File: src/rtl/id_ex_stage_if.sv
// id_ex_stage_if
// Groups the signals of the ID/EX stage into one bundle. Decode, the hazard and
// flush sources, and the bypass taps drive it (master). The ID/EX stage reads
// it and drives the ALU-facing results (slave).
//   control : stall_i, flush_i, hazard_stall_o
//   decode  : id_valid_i, id_rs1_i, id_rs2_i, id_rd_i, id_rs1_data_i,
//             id_rs2_data_i, id_imm_i, id_pc_i, id_aluop_i, id_alusrc_i,
//             id_asrc_pc_i, id_regwrite_i, id_memread_i, id_memwrite_i
//   bypass  : exmem_rd_i, exmem_we_i, exmem_data_i,
//             memwb_rd_i, memwb_we_i, memwb_data_i
//   to ALU  : aluop_o, a_o, b_o, store_data_o, ex_rd_o, ex_regwrite_o,
//             ex_memread_o, ex_memwrite_o, ex_valid_o
interface id_ex_stage_if #(
    parameter int XLEN    = 32,
    parameter int REGADDR = 5
);
    logic               stall_i;
    logic               flush_i;
    logic               id_valid_i;
    logic [REGADDR-1:0] id_rs1_i;
    logic [REGADDR-1:0] id_rs2_i;
    logic [REGADDR-1:0] id_rd_i;
    logic [XLEN-1:0]    id_rs1_data_i;
    logic [XLEN-1:0]    id_rs2_data_i;
    logic [XLEN-1:0]    id_imm_i;
    logic [XLEN-1:0]    id_pc_i;
    logic [3:0]         id_aluop_i;
    logic               id_alusrc_i;
    logic               id_asrc_pc_i;
    logic               id_regwrite_i;
    logic               id_memread_i;
    logic               id_memwrite_i;
    logic [REGADDR-1:0] exmem_rd_i;
    logic               exmem_we_i;
    logic [XLEN-1:0]    exmem_data_i;
    logic [REGADDR-1:0] memwb_rd_i;
    logic               memwb_we_i;
    logic [XLEN-1:0]    memwb_data_i;
    logic               hazard_stall_o;
    logic [3:0]         aluop_o;
    logic [XLEN-1:0]    a_o;
    logic [XLEN-1:0]    b_o;
    logic [XLEN-1:0]    store_data_o;
    logic [REGADDR-1:0] ex_rd_o;
    logic               ex_regwrite_o;
    logic               ex_memread_o;
    logic               ex_memwrite_o;
    logic               ex_valid_o;

    modport master (
        output stall_i, flush_i, id_valid_i, id_rs1_i, id_rs2_i, id_rd_i,
               id_rs1_data_i, id_rs2_data_i, id_imm_i, id_pc_i, id_aluop_i,
               id_alusrc_i, id_asrc_pc_i, id_regwrite_i, id_memread_i,
               id_memwrite_i, exmem_rd_i, exmem_we_i, exmem_data_i,
               memwb_rd_i, memwb_we_i, memwb_data_i,
        input  hazard_stall_o, aluop_o, a_o, b_o, store_data_o, ex_rd_o,
               ex_regwrite_o, ex_memread_o, ex_memwrite_o, ex_valid_o
    );

    modport slave (
        input  stall_i, flush_i, id_valid_i, id_rs1_i, id_rs2_i, id_rd_i,
               id_rs1_data_i, id_rs2_data_i, id_imm_i, id_pc_i, id_aluop_i,
               id_alusrc_i, id_asrc_pc_i, id_regwrite_i, id_memread_i,
               id_memwrite_i, exmem_rd_i, exmem_we_i, exmem_data_i,
               memwb_rd_i, memwb_we_i, memwb_data_i,
        output hazard_stall_o, aluop_o, a_o, b_o, store_data_o, ex_rd_o,
               ex_regwrite_o, ex_memread_o, ex_memwrite_o, ex_valid_o
    );
endinterface

File: src/rtl/id_ex_stage.sv
// id_ex_stage
// ID/EX pipeline register with EX-stage operand forwarding and load-use hazard
// detection. It latches the decoded instruction, then picks the final ALU a/b
// operands and the store data from the EX/MEM and MEM/WB bypass taps.
//   clk_i : clock, rising edge
//   rst_i : asynchronous active-high reset, clears the stage to a bubble
//   bus   : id_ex_stage_if slave port (decode fields, bypass taps, ALU outputs,
//           hazard_stall_o back to PC and IF/ID)
module id_ex_stage #(
    parameter int XLEN    = 32,
    parameter int REGADDR = 5
) (
    input  logic          clk_i,
    input  logic          rst_i,
    id_ex_stage_if.slave  bus
);

    localparam logic [3:0] OP_SLL = 4'b0010;
    localparam logic [3:0] OP_SRL = 4'b1010;
    localparam logic [3:0] OP_SRA = 4'b1011;

    // An all-zero value of this record is the bubble. ADD is opcode 0000, so
    // it needs no special encoding.
    typedef struct packed {
        logic               valid;
        logic [REGADDR-1:0] rs1;
        logic [REGADDR-1:0] rs2;
        logic [REGADDR-1:0] rd;
        logic [XLEN-1:0]    rs1_data;
        logic [XLEN-1:0]    rs2_data;
        logic [XLEN-1:0]    imm;
        logic [XLEN-1:0]    pc;
        logic [3:0]         aluop;
        logic               alusrc;
        logic               asrc_pc;
        logic               regwrite;
        logic               memread;
        logic               memwrite;
    } ex_reg_t;

    ex_reg_t         ex_q;
    ex_reg_t         id_fields;
    logic            load_use;
    logic            rs2_used;
    logic [XLEN-1:0] fwd_rs1;
    logic [XLEN-1:0] fwd_rs2;
    logic [XLEN-1:0] b_sel;
    logic            is_shift;

    // The side-effecting controls are gated by id_valid_i, so an empty decode
    // slot can never write a register or touch memory.
    always_comb begin
        id_fields          = '0;
        id_fields.valid    = bus.id_valid_i;
        id_fields.rs1      = bus.id_rs1_i;
        id_fields.rs2      = bus.id_rs2_i;
        id_fields.rd       = bus.id_rd_i;
        id_fields.rs1_data = bus.id_rs1_data_i;
        id_fields.rs2_data = bus.id_rs2_data_i;
        id_fields.imm      = bus.id_imm_i;
        id_fields.pc       = bus.id_pc_i;
        id_fields.aluop    = bus.id_aluop_i;
        id_fields.alusrc   = bus.id_alusrc_i;
        id_fields.asrc_pc  = bus.id_asrc_pc_i;
        id_fields.regwrite = bus.id_regwrite_i & bus.id_valid_i;
        id_fields.memread  = bus.id_memread_i & bus.id_valid_i;
        id_fields.memwrite = bus.id_memwrite_i & bus.id_valid_i;
    end

    // Load-use check against the load sitting in EX. rs2 counts as read when
    // it feeds the b operand or when the decode instruction is a store, since
    // then rs2 is the store data.
    always_comb begin
        rs2_used = !bus.id_alusrc_i || bus.id_memwrite_i;
        load_use = ex_q.memread && ex_q.valid && (ex_q.rd != '0) &&
                   bus.id_valid_i &&
                   ((ex_q.rd == bus.id_rs1_i) ||
                    ((ex_q.rd == bus.id_rs2_i) && rs2_used));
    end

    assign bus.hazard_stall_o = load_use && !bus.flush_i;

    // Update priority: a global stall holds everything, then a flush or a
    // load-use hazard inserts a bubble. Otherwise the ID fields are loaded.
    // After a hazard bubble, EX is no longer valid, so the hazard clears on
    // the next cycle by itself.
    always_ff @(posedge clk_i or posedge rst_i) begin
        if (rst_i) begin
            ex_q <= '0;
        end else if (bus.stall_i) begin
            ex_q <= ex_q;
        end else if (bus.flush_i || load_use) begin
            ex_q <= '0;
        end else begin
            ex_q <= id_fields;
        end
    end

    // Forwarding on the registered sources. EX/MEM is younger, so it beats
    // MEM/WB. x0 always reads the register-file value, which is zero.
    always_comb begin
        fwd_rs1 = ex_q.rs1_data;
        if (bus.exmem_we_i && (bus.exmem_rd_i != '0) && (bus.exmem_rd_i == ex_q.rs1)) begin
            fwd_rs1 = bus.exmem_data_i;
        end else if (bus.memwb_we_i && (bus.memwb_rd_i != '0) && (bus.memwb_rd_i == ex_q.rs1)) begin
            fwd_rs1 = bus.memwb_data_i;
        end

        fwd_rs2 = ex_q.rs2_data;
        if (bus.exmem_we_i && (bus.exmem_rd_i != '0) && (bus.exmem_rd_i == ex_q.rs2)) begin
            fwd_rs2 = bus.exmem_data_i;
        end else if (bus.memwb_we_i && (bus.memwb_rd_i != '0) && (bus.memwb_rd_i == ex_q.rs2)) begin
            fwd_rs2 = bus.memwb_data_i;
        end
    end

    // Shift amounts are trimmed to b[4:0] here so the ALU never sees a shift
    // count above 31.
    always_comb begin
        is_shift = (ex_q.aluop == OP_SLL) || (ex_q.aluop == OP_SRL) || (ex_q.aluop == OP_SRA);
        b_sel    = ex_q.alusrc ? ex_q.imm : fwd_rs2;
        bus.b_o  = is_shift ? {{(XLEN-5){1'b0}}, b_sel[4:0]} : b_sel;
    end

    assign bus.a_o           = ex_q.asrc_pc ? ex_q.pc : fwd_rs1;
    assign bus.store_data_o  = fwd_rs2;
    assign bus.aluop_o       = ex_q.aluop;
    assign bus.ex_rd_o       = ex_q.rd;
    assign bus.ex_regwrite_o = ex_q.regwrite;
    assign bus.ex_memread_o  = ex_q.memread;
    assign bus.ex_memwrite_o = ex_q.memwrite;
    assign bus.ex_valid_o    = ex_q.valid;

endmodule

File: src/flat_wrapper.sv
// flat-port wrapper written by rule: the top's interface ports become plain ports
module id_ex_stage_flat 
#(
    parameter int XLEN    = 32,
    parameter int REGADDR = 5
)
  (clk_i, rst_i, bus_stall_i, bus_flush_i, bus_id_valid_i, bus_id_rs1_i, bus_id_rs2_i, bus_id_rd_i, bus_id_rs1_data_i, bus_id_rs2_data_i, bus_id_imm_i, bus_id_pc_i, bus_id_aluop_i, bus_id_alusrc_i, bus_id_asrc_pc_i, bus_id_regwrite_i, bus_id_memread_i, bus_id_memwrite_i, bus_exmem_rd_i, bus_exmem_we_i, bus_exmem_data_i, bus_memwb_rd_i, bus_memwb_we_i, bus_memwb_data_i, bus_hazard_stall_o, bus_aluop_o, bus_a_o, bus_b_o, bus_store_data_o, bus_ex_rd_o, bus_ex_regwrite_o, bus_ex_memread_o, bus_ex_memwrite_o, bus_ex_valid_o);
  id_ex_stage_if #(.XLEN(XLEN), .REGADDR(REGADDR)) bus_i ();
  input  logic clk_i;
  input  logic rst_i;
  input wire logic [$bits(bus_i.stall_i)-1:0] bus_stall_i;
  input wire logic [$bits(bus_i.flush_i)-1:0] bus_flush_i;
  input wire logic [$bits(bus_i.id_valid_i)-1:0] bus_id_valid_i;
  input wire logic [$bits(bus_i.id_rs1_i)-1:0] bus_id_rs1_i;
  input wire logic [$bits(bus_i.id_rs2_i)-1:0] bus_id_rs2_i;
  input wire logic [$bits(bus_i.id_rd_i)-1:0] bus_id_rd_i;
  input wire logic [$bits(bus_i.id_rs1_data_i)-1:0] bus_id_rs1_data_i;
  input wire logic [$bits(bus_i.id_rs2_data_i)-1:0] bus_id_rs2_data_i;
  input wire logic [$bits(bus_i.id_imm_i)-1:0] bus_id_imm_i;
  input wire logic [$bits(bus_i.id_pc_i)-1:0] bus_id_pc_i;
  input wire logic [$bits(bus_i.id_aluop_i)-1:0] bus_id_aluop_i;
  input wire logic [$bits(bus_i.id_alusrc_i)-1:0] bus_id_alusrc_i;
  input wire logic [$bits(bus_i.id_asrc_pc_i)-1:0] bus_id_asrc_pc_i;
  input wire logic [$bits(bus_i.id_regwrite_i)-1:0] bus_id_regwrite_i;
  input wire logic [$bits(bus_i.id_memread_i)-1:0] bus_id_memread_i;
  input wire logic [$bits(bus_i.id_memwrite_i)-1:0] bus_id_memwrite_i;
  input wire logic [$bits(bus_i.exmem_rd_i)-1:0] bus_exmem_rd_i;
  input wire logic [$bits(bus_i.exmem_we_i)-1:0] bus_exmem_we_i;
  input wire logic [$bits(bus_i.exmem_data_i)-1:0] bus_exmem_data_i;
  input wire logic [$bits(bus_i.memwb_rd_i)-1:0] bus_memwb_rd_i;
  input wire logic [$bits(bus_i.memwb_we_i)-1:0] bus_memwb_we_i;
  input wire logic [$bits(bus_i.memwb_data_i)-1:0] bus_memwb_data_i;
  output wire logic [$bits(bus_i.hazard_stall_o)-1:0] bus_hazard_stall_o;
  output wire logic [$bits(bus_i.aluop_o)-1:0] bus_aluop_o;
  output wire logic [$bits(bus_i.a_o)-1:0] bus_a_o;
  output wire logic [$bits(bus_i.b_o)-1:0] bus_b_o;
  output wire logic [$bits(bus_i.store_data_o)-1:0] bus_store_data_o;
  output wire logic [$bits(bus_i.ex_rd_o)-1:0] bus_ex_rd_o;
  output wire logic [$bits(bus_i.ex_regwrite_o)-1:0] bus_ex_regwrite_o;
  output wire logic [$bits(bus_i.ex_memread_o)-1:0] bus_ex_memread_o;
  output wire logic [$bits(bus_i.ex_memwrite_o)-1:0] bus_ex_memwrite_o;
  output wire logic [$bits(bus_i.ex_valid_o)-1:0] bus_ex_valid_o;
  assign bus_i.stall_i = bus_stall_i;
  assign bus_i.flush_i = bus_flush_i;
  assign bus_i.id_valid_i = bus_id_valid_i;
  assign bus_i.id_rs1_i = bus_id_rs1_i;
  assign bus_i.id_rs2_i = bus_id_rs2_i;
  assign bus_i.id_rd_i = bus_id_rd_i;
  assign bus_i.id_rs1_data_i = bus_id_rs1_data_i;
  assign bus_i.id_rs2_data_i = bus_id_rs2_data_i;
  assign bus_i.id_imm_i = bus_id_imm_i;
  assign bus_i.id_pc_i = bus_id_pc_i;
  assign bus_i.id_aluop_i = bus_id_aluop_i;
  assign bus_i.id_alusrc_i = bus_id_alusrc_i;
  assign bus_i.id_asrc_pc_i = bus_id_asrc_pc_i;
  assign bus_i.id_regwrite_i = bus_id_regwrite_i;
  assign bus_i.id_memread_i = bus_id_memread_i;
  assign bus_i.id_memwrite_i = bus_id_memwrite_i;
  assign bus_i.exmem_rd_i = bus_exmem_rd_i;
  assign bus_i.exmem_we_i = bus_exmem_we_i;
  assign bus_i.exmem_data_i = bus_exmem_data_i;
  assign bus_i.memwb_rd_i = bus_memwb_rd_i;
  assign bus_i.memwb_we_i = bus_memwb_we_i;
  assign bus_i.memwb_data_i = bus_memwb_data_i;
  assign bus_hazard_stall_o = bus_i.hazard_stall_o;
  assign bus_aluop_o = bus_i.aluop_o;
  assign bus_a_o = bus_i.a_o;
  assign bus_b_o = bus_i.b_o;
  assign bus_store_data_o = bus_i.store_data_o;
  assign bus_ex_rd_o = bus_i.ex_rd_o;
  assign bus_ex_regwrite_o = bus_i.ex_regwrite_o;
  assign bus_ex_memread_o = bus_i.ex_memread_o;
  assign bus_ex_memwrite_o = bus_i.ex_memwrite_o;
  assign bus_ex_valid_o = bus_i.ex_valid_o;
  id_ex_stage #(.XLEN(XLEN), .REGADDR(REGADDR)) u_core (.clk_i(clk_i), .rst_i(rst_i), .bus(bus_i));
endmodule
File: config.mk
export PLATFORM = sky130hd
export DESIGN_NAME = id_ex_stage_flat
export DESIGN_NICKNAME = d
export VERILOG_FILES = /design/src/rtl/id_ex_stage_if.sv /design/src/rtl/id_ex_stage.sv /design/src/flat_wrapper.sv
export SDC_FILE = /design/constraint.sdc
export NUM_CORES = 1
export LEC_CHECK = 0
export CAP_MARGIN = 20
export CORE_UTILIZATION = 44
export CTS_CLUSTER_DIAMETER = 50
export CTS_CLUSTER_SIZE = 8
export DETAILED_ROUTE_END_ITERATION = 8
export HOLD_SLACK_MARGIN = 0.06
export PLACE_DENSITY = 0.79
export SETUP_SLACK_MARGIN = 0.2
export SLEW_MARGIN = 20
export SYNTH_ARGS = -nofsm -noshare
export SYNTH_HDL_FRONTEND = slang
export SYNTH_SLANG_ARGS = --single-unit
File: constraint.sdc
create_clock -name clk_i -period 6.6 [get_ports clk_i]
set_input_delay 0.99 -clock clk_i [delete_from_list [all_inputs] [get_ports clk_i]]
set_output_delay 0.99 -clock clk_i [all_outputs]
set_load 0.03 [all_outputs]
### Where the registers sit, run 1

Scale bar: 50 um. Other sequential cells in the stronger grey, the rest of the logic in the fainter grey.
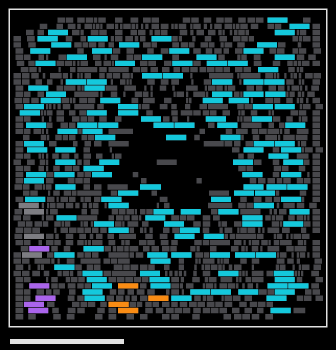
legend:
  orange:
    netlist_name: `u_core.bus.aluop_o`
    sequential_cells: 4
  cyan:
    netlist_name: `u_core.ex_q`
    sequential_cells: 140
    where: spread over the die
  purple:
    netlist_name: `u_core.bus.ex_rd_o`
    sequential_cells: 5
    where: bottom left
not coloured: 4

### The clock network, run 1

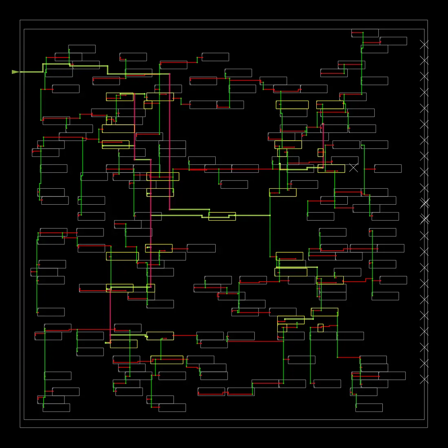
Clk power: 0.00109 W
Latency at later pin: 0.42 ns
# clock sinks: 153

### Clock wires, drivers and flops, run 1

Scale bar: 50 um.
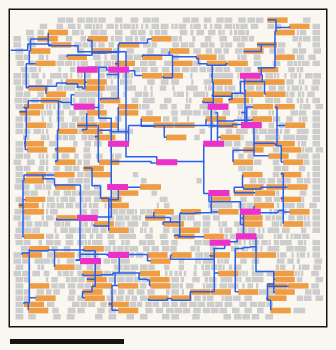
legend:
  magenta:
    item: clock drivers
    count: 17
  orange:
    item: flip-flops
    count: 153
  blue:
    item: clock wires
    length: 1880 um
flops lie: spread over the die

==> flow_metrics.env, run 1 <==
# flow metrics
export IMPL_status="complete, but fails checks"
export IMPL_violations="design-rule violations"
export IMPL_sh_comb_area_pct=32.64
export IMPL_async_reset_ff_share_pct=100.0
export IMPL_end_kind="output pin"
export IMPL_io_pins=343
export IMPL_fp_nets=1046
export IMPL_power_leakage_nw=5.078
export IMPL_die_h_um=139.1
export IMPL_cpPeakStageDelay_ns=0.75
export IMPL_worstRegToRegCells=6
export IMPL_cp_slowest_cell="or2_2"
export IMPL_intPower_w=0.002096
export IMPL_most_common_layout_cells="341 x clkdlybuf4s50_1, 152 x dfrtp_1, 150 x a22o_1"
export IMPL_cts_htree_levels=4
export IMPL_n_all_inverters=4
export IMPL_hold_start="u_core.bus.ex_regwrite_o"
export IMPL_cts_root_buffer="clkbuf_16"
export IMPL_logic_family="AND-OR/OR-AND gates"
export IMPL_top_register="u_core.ex_q"
export IMPL_ant_nets=0
export IMPL_fp_dieW_um=139.1
export IMPL_comb_area_sq_mm=0.004028
export IMPL_peakVddDrop_uv=173.6
export IMPL_route_vias_total=8106
export IMPL_nClkBuffers=17
export IMPL_slew_headroom_pct=30.48
export IMPL_ys_sh_adder_pct=0
export IMPL_dpl_cell_area_sq_mm=0.01168
export IMPL_period_used_pct=81.06
export IMPL_drive_gt1_share_pct=7.658
export IMPL_viasPerCell=6.049
export IMPL_largest_reg_flops=140
export IMPL_use_met2_pct=52.47
export IMPL_antenna_found_initial=1
export IMPL_rsz0062_at_grt="false"
export IMPL_use_met3_pct=7.044
export IMPL_grt_pass1_vias=8291
export IMPL_drv_slew=0
export IMPL_period_needed_ns=5.350
export IMPL_timing_final_hold_violations=0
export IMPL_post_place_ws_ns=1.280
export IMPL_drc=25
export IMPL_fin_cells=1340
export IMPL_register_area_sq_mm=0.003830
export IMPL_edf_count=0
export IMPL_yosysSeqAreaShare_pct=46.29
export IMPL_grt_first_pass_wirelength_um=46530
export IMPL_swShare_pct=28.93
export IMPL_p_seq_share_pct=36.2
export IMPL_cp_arrival_ns=4.36
export IMPL_synth_top_cell_area_share_pct=46.29
export IMPL_setup_viol_count_final=0
export IMPL_cp_top_family="simple AND/OR/NAND/NOR gates"
export IMPL_clock_area_share_pct=5.294
export IMPL_p_per_area_mw_per_mm2=239.0
export IMPL_ys_cells=813
export IMPL_grt_overflow=0
export IMPL_endpoint="bus_a_o[31]"
export IMPL_dr_wl_met2_um=14570
export IMPL_yosysUniqueCellTypes=42
export IMPL_clkSlewWorstSetupHoldPaths_ns=0.06
export IMPL_drtPass1Iterations=9
export IMPL_hold_depth=1
export IMPL_r2r_end="u_core.ex_q[56]"
export IMPL_hold_path_class="flip-flop to flip-flop"
export IMPL_gp_congestion=0.8931
export IMPL_finalWorstSetupSlack_ns=1.250
export IMPL_netlist_instances=813
export IMPL_ys_sh_xor_pct=3.177
export IMPL_avgSynthCellArea_sq_um=10.17
export IMPL_avgRoutedWirePerCell_um=22.29
export IMPL_fillers=1460
export IMPL_grtUsageMet1_pct=38.54
export IMPL_initialDrtViolationCount=622
export IMPL_crit_cells=7
export IMPL_m1WireLength_um=11640
export IMPL_hold_path_end="u_core.bus.ex_regwrite_o"
export IMPL_flop_count=153
export IMPL_n_antenna_cell=1
export IMPL_ys_chip_area_sq_mm=0.008272
export IMPL_clockBufferDepth=2
export IMPL_cts_resized_gates=0
==> inputs of run 2 (changes only) <==
--- a/config.mk
+++ b/config.mk
@@ -6,12 +6,12 @@
 export NUM_CORES = 1
 export LEC_CHECK = 0
 export CAP_MARGIN = 20
-export CORE_UTILIZATION = 44
+export CORE_UTILIZATION = 39
 export CTS_CLUSTER_DIAMETER = 50
 export CTS_CLUSTER_SIZE = 8
 export DETAILED_ROUTE_END_ITERATION = 8
 export HOLD_SLACK_MARGIN = 0.06
-export PLACE_DENSITY = 0.79
+export PLACE_DENSITY = 0.74
 export SETUP_SLACK_MARGIN = 0.2
 export SLEW_MARGIN = 20
 export SYNTH_ARGS = -nofsm -noshare
==> constraint.sdc (replaced) <==
create_clock -name clk_i -period 4.9 [get_ports clk_i]
set_input_delay 0.735 -clock clk_i [delete_from_list [all_inputs] [get_ports clk_i]]
set_output_delay 0.735 -clock clk_i [all_outputs]
set_load 0.03 [all_outputs]
==> run 2 against run 1 <==
The flow now finishes without violations. Largest power group is now sequential cells. Cell count up 3.7%. Final area down 0.43%. Via count about the same. Flip-flop count unchanged. Register-to-register slack worse by 1.4 ns.
==> flow_metrics.env, run 2 <==
# flow metrics
export IMPL_cp_top_family="buffers and inverters"
export IMPL_cts_sinks=153
export IMPL_cpPeakStageDelay_ns=0.78
export IMPL_synth_top_cell_area_share_pct=46.29
export IMPL_sh_comb_area_pct=32.74
export IMPL_ys_sh_xor_pct=3.177
export IMPL_ant_nets=0
export IMPL_grt_overflow=0
export IMPL_rsz0062_at_grt="false"
export IMPL_drive_gt1_share_pct=14.75
export IMPL_finalWorstSetupSlack_ns=0.4157
export IMPL_yosysUniqueCellTypes=42
export IMPL_power_leakage_nw=5.211
export IMPL_worstRegToRegCells=6
export IMPL_n_antenna_cell=1
export IMPL_period_needed_ns=4.484
export IMPL_fin_cells=1390
export IMPL_route_vias_total=8112
export IMPL_cts_resized_gates=0
export IMPL_grtUsageMet1_pct=35.65
export IMPL_cts_htree_levels=4
export IMPL_setup_viol_count_final=0
export IMPL_grt_pass1_vias=8191
export IMPL_largest_reg_flops=140
export IMPL_fp_utilization_pct=40.36
export IMPL_r2r_end="u_core.ex_q[49]"
export IMPL_cp_slowest_cell="nor4_4"
export IMPL_swShare_pct=30.96
export IMPL_antenna_found_initial=1
export IMPL_period_used_pct=91.52
export IMPL_status="completed"
export IMPL_yosysSeqAreaShare_pct=46.29
export IMPL_intPower_w=0.002655
export IMPL_cp_arrival_ns=3.75
export IMPL_grt_first_pass_wirelength_um=47000
export IMPL_ys_sh_adder_pct=0
export IMPL_edf_count=0
export IMPL_p_per_area_mw_per_mm2=313.1
export IMPL_ys_chip_area_sq_mm=0.008272
export IMPL_fp_dieW_um=147.6
export IMPL_drv_slew=0
export IMPL_io_pins=343
export IMPL_end_kind="output pin"
export IMPL_endpoint="bus_b_o[19]"
export IMPL_dr_wl_met2_um=15210
export IMPL_fp_nets=1046
export IMPL_clkSlewWorstSetupHoldPaths_ns=0.06
export IMPL_cts_root_buffer="clkbuf_16"
export IMPL_crit_cells=8
export IMPL_peakVddDrop_uv=241.1
export IMPL_clk_latency_ns=0.42
export IMPL_drtPass1Iterations=5
export IMPL_most_common_layout_cells="270 x clkdlybuf4s50_1, 152 x dfrtp_1, 150 x a22o_1"
export IMPL_clockBufferDepth=2
export IMPL_drc=0
export IMPL_register_area_sq_mm=0.003830
export IMPL_timing_final_hold_violations=0
export IMPL_hold_path_end="u_core.bus.ex_memwrite_o"
export IMPL_use_met2_pct=47.71
export IMPL_netlist_instances=813
export IMPL_viasPerCell=5.836
export IMPL_avgSynthCellArea_sq_um=10.17
export IMPL_avgRoutedWirePerCell_um=22.03
export IMPL_die_h_um=147.6
export IMPL_use_met3_pct=6.852
export IMPL_ys_cells=813
export IMPL_comb_area_sq_mm=0.004023
export IMPL_top_register="u_core.ex_q"
### Clock wires, drivers and flops, run 2

Scale bar: 50 um.
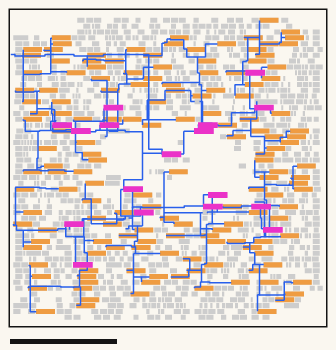
Clk power: 0.00136 W
Clock power frac: 35.3%
skew final: 0.01244 ns

### Close-up of the layout, run 2

Window x 96 to 126, y 22 to 52 um. Cells in grey, sequential cells in the stronger grey; small squares are vias.
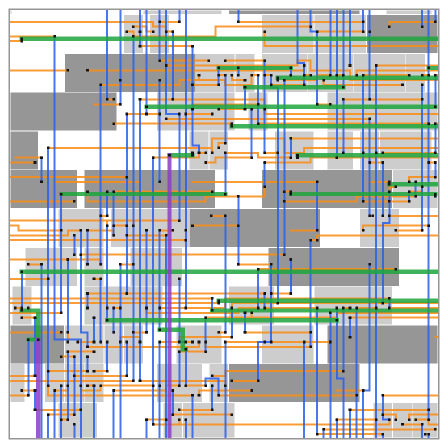
legend:
  blue:
    layer: metal 2
  orange:
    layer: metal 1
  green:
    layer: metal 3
  purple:
    layer: metal 4
most frequent: nor2_1 (10), dfrtp_1 (10), nand2_1 (9)
sequential cells in the window: 10
netlist names of flops here include: `u_core.ex_q` (10)
cells with their middle in the window: 56

### The clock network, run 2

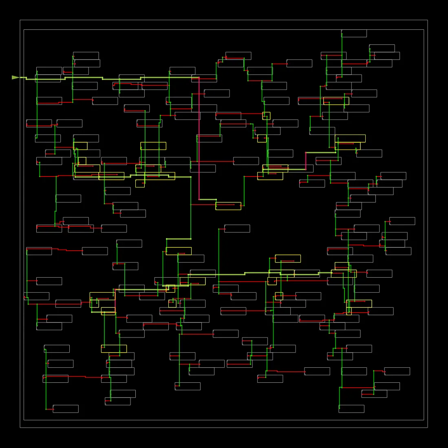
CTS Buf Count: 17
clkbuf count: 20
Seq cells: 153

==> inputs of run 3 (changes only) <==
--- a/config.mk
+++ b/config.mk
@@ -5,8 +5,9 @@
 export SDC_FILE = /design/constraint.sdc
 export NUM_CORES = 1
 export LEC_CHECK = 0
+export ABC_AREA = 1
 export CAP_MARGIN = 20
-export CORE_UTILIZATION = 39
+export CORE_UTILIZATION = 41
 export CTS_CLUSTER_DIAMETER = 50
 export CTS_CLUSTER_SIZE = 8
 export DETAILED_ROUTE_END_ITERATION = 8
==> run 3 against run 2 <==
Count of clock-buffer cells in the layout fell by 3. Clock skew fell by 0.0028 ns. Wire length rose by 24%. Synthesized area rose by 15%. First-iteration DRC count rose by 66%. Flip-flop count did not move. Register-to-register slack got worse by 0.96 ns. Sequential power barely moved. Via count rose by 32%. Sequential share of layout area fell by 3.3 points. Total power rose by 4.4%. Synthesized cell count rose by 75%. Critical path type unchanged. Highest routed layer is now met5.
==> flow_metrics.env, run 3 <==
# flow metrics
export IMPL_status="completed"
export IMPL_die_h_um=154.1
export IMPL_drtPass1Iterations=6
export IMPL_synth_top_cell_area_share_pct=40.36
export IMPL_cts_htree_levels=4
export IMPL_use_met3_pct=8.399
export IMPL_m1WireLength_um=16160
export IMPL_cts_resized_gates=0
export IMPL_p_per_area_mw_per_mm2=292.1
export IMPL_cts_sinks=153
export IMPL_fin_cells=1991
export IMPL_r2r_end="u_core.ex_q[4]"
export IMPL_intPower_w=0.002596
export IMPL_drc=0
export IMPL_initialDrtViolationCount=919
export IMPL_setup_viol_count_final=0
export IMPL_period_used_pct=82.47
export IMPL_top_register="u_core.ex_q"
export IMPL_cp_top_family="simple AND/OR/NAND/NOR gates"
export IMPL_async_reset_ff_share_pct=100.0
export IMPL_viasPerCell=5.364
export IMPL_ys_cells=1419
export IMPL_fp_utilization_pct=41.90
export IMPL_netlist_instances=1419
export IMPL_cts_root_buffer="clkbuf_16"
export IMPL_fp_dieW_um=154.1
export IMPL_power_leakage_nw=7.207
export IMPL_dr_wl_met2_um=16330
export IMPL_grt_pass1_vias=10170
export IMPL_fillers=2085
export IMPL_drive_gt1_share_pct=8.519
export IMPL_swShare_pct=35.37
export IMPL_use_met2_pct=46.90
export IMPL_timing_final_hold_violations=0
export IMPL_nClkBuffers=17
export IMPL_logic_family="simple AND/OR/NAND/NOR gates"
export IMPL_largest_reg_flops=140
export IMPL_ys_sh_xor_pct=2.216
export IMPL_yosysUniqueCellTypes=24
export IMPL_post_place_ws_ns=0.8863
export IMPL_hold_path_end="u_core.ex_q[20]"
export IMPL_grtUsageMet1_pct=44.04
export IMPL_clkSlewWorstSetupHoldPaths_ns=0.06
export IMPL_clk_latency_ns=0.42
export IMPL_avgSynthCellArea_sq_um=6.685
export IMPL_avgRoutedWirePerCell_um=19.13
export IMPL_end_kind="output pin"
export IMPL_gp_congestion=0.9007
export IMPL_p_clk_share_pct=32.1
export IMPL_cpPeakStageDelay_ns=0.66
export IMPL_pg_clk_w=0.00129
### Close-up of the layout, run 3

Window x 101 to 131, y 24 to 54 um. Cells in grey, sequential cells in the stronger grey; small squares are vias.
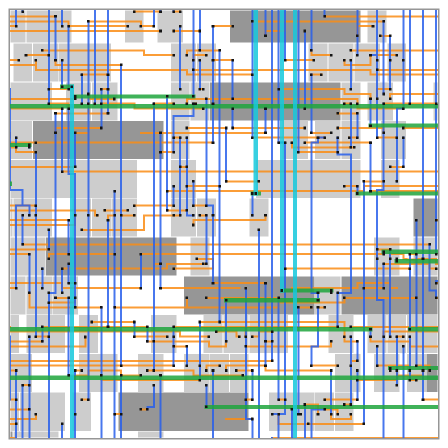
legend:
  blue:
    layer: metal 2
  cyan:
    layer: metal 4
  orange:
    layer: metal 1
  green:
    layer: metal 3
netlist names of flops here include: `u_core.ex_q` (7)
sequential cells in the window: 7
most frequent: nand3_1 (19), nand2_1 (16), inv_1 (11)
cells with their middle in the window: 74

### Sizing map, run 3

Scale bar: 50 um.
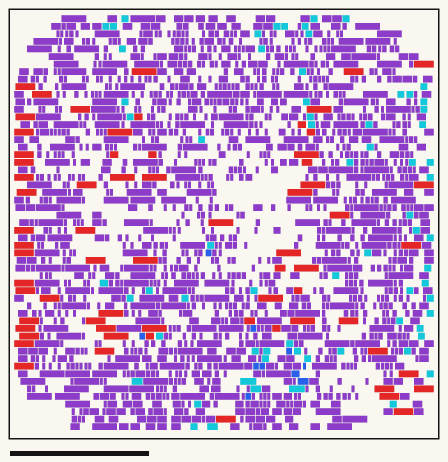
legend:
  blue:
    size: _2 cells
    cells: 10
    share: 0.59%
  purple:
    size: _0 and _1 cells
    cells: 1557
    share: 91%
  red:
    size: _6 and larger
    cells: 67
    share: 3.9%
  cyan:
    size: _3 and _4 cells
    cells: 68
    share: 4.0%

### Where the registers sit, run 3

Scale bar: 50 um. Other sequential cells in the stronger grey, the rest of the logic in the fainter grey.
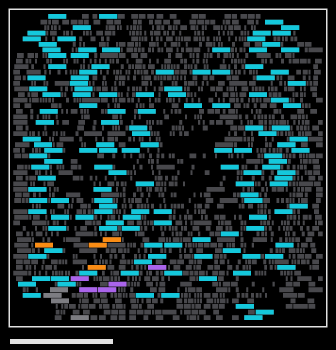
legend:
  orange:
    netlist_name: `u_core.bus.aluop_o`
    sequential_cells: 4
    where: bottom left
  purple:
    netlist_name: `u_core.bus.ex_rd_o`
    sequential_cells: 5
  cyan:
    netlist_name: `u_core.ex_q`
    sequential_cells: 140
    where: spread over the die

Power is estimated from default activity; no workload was simulated.
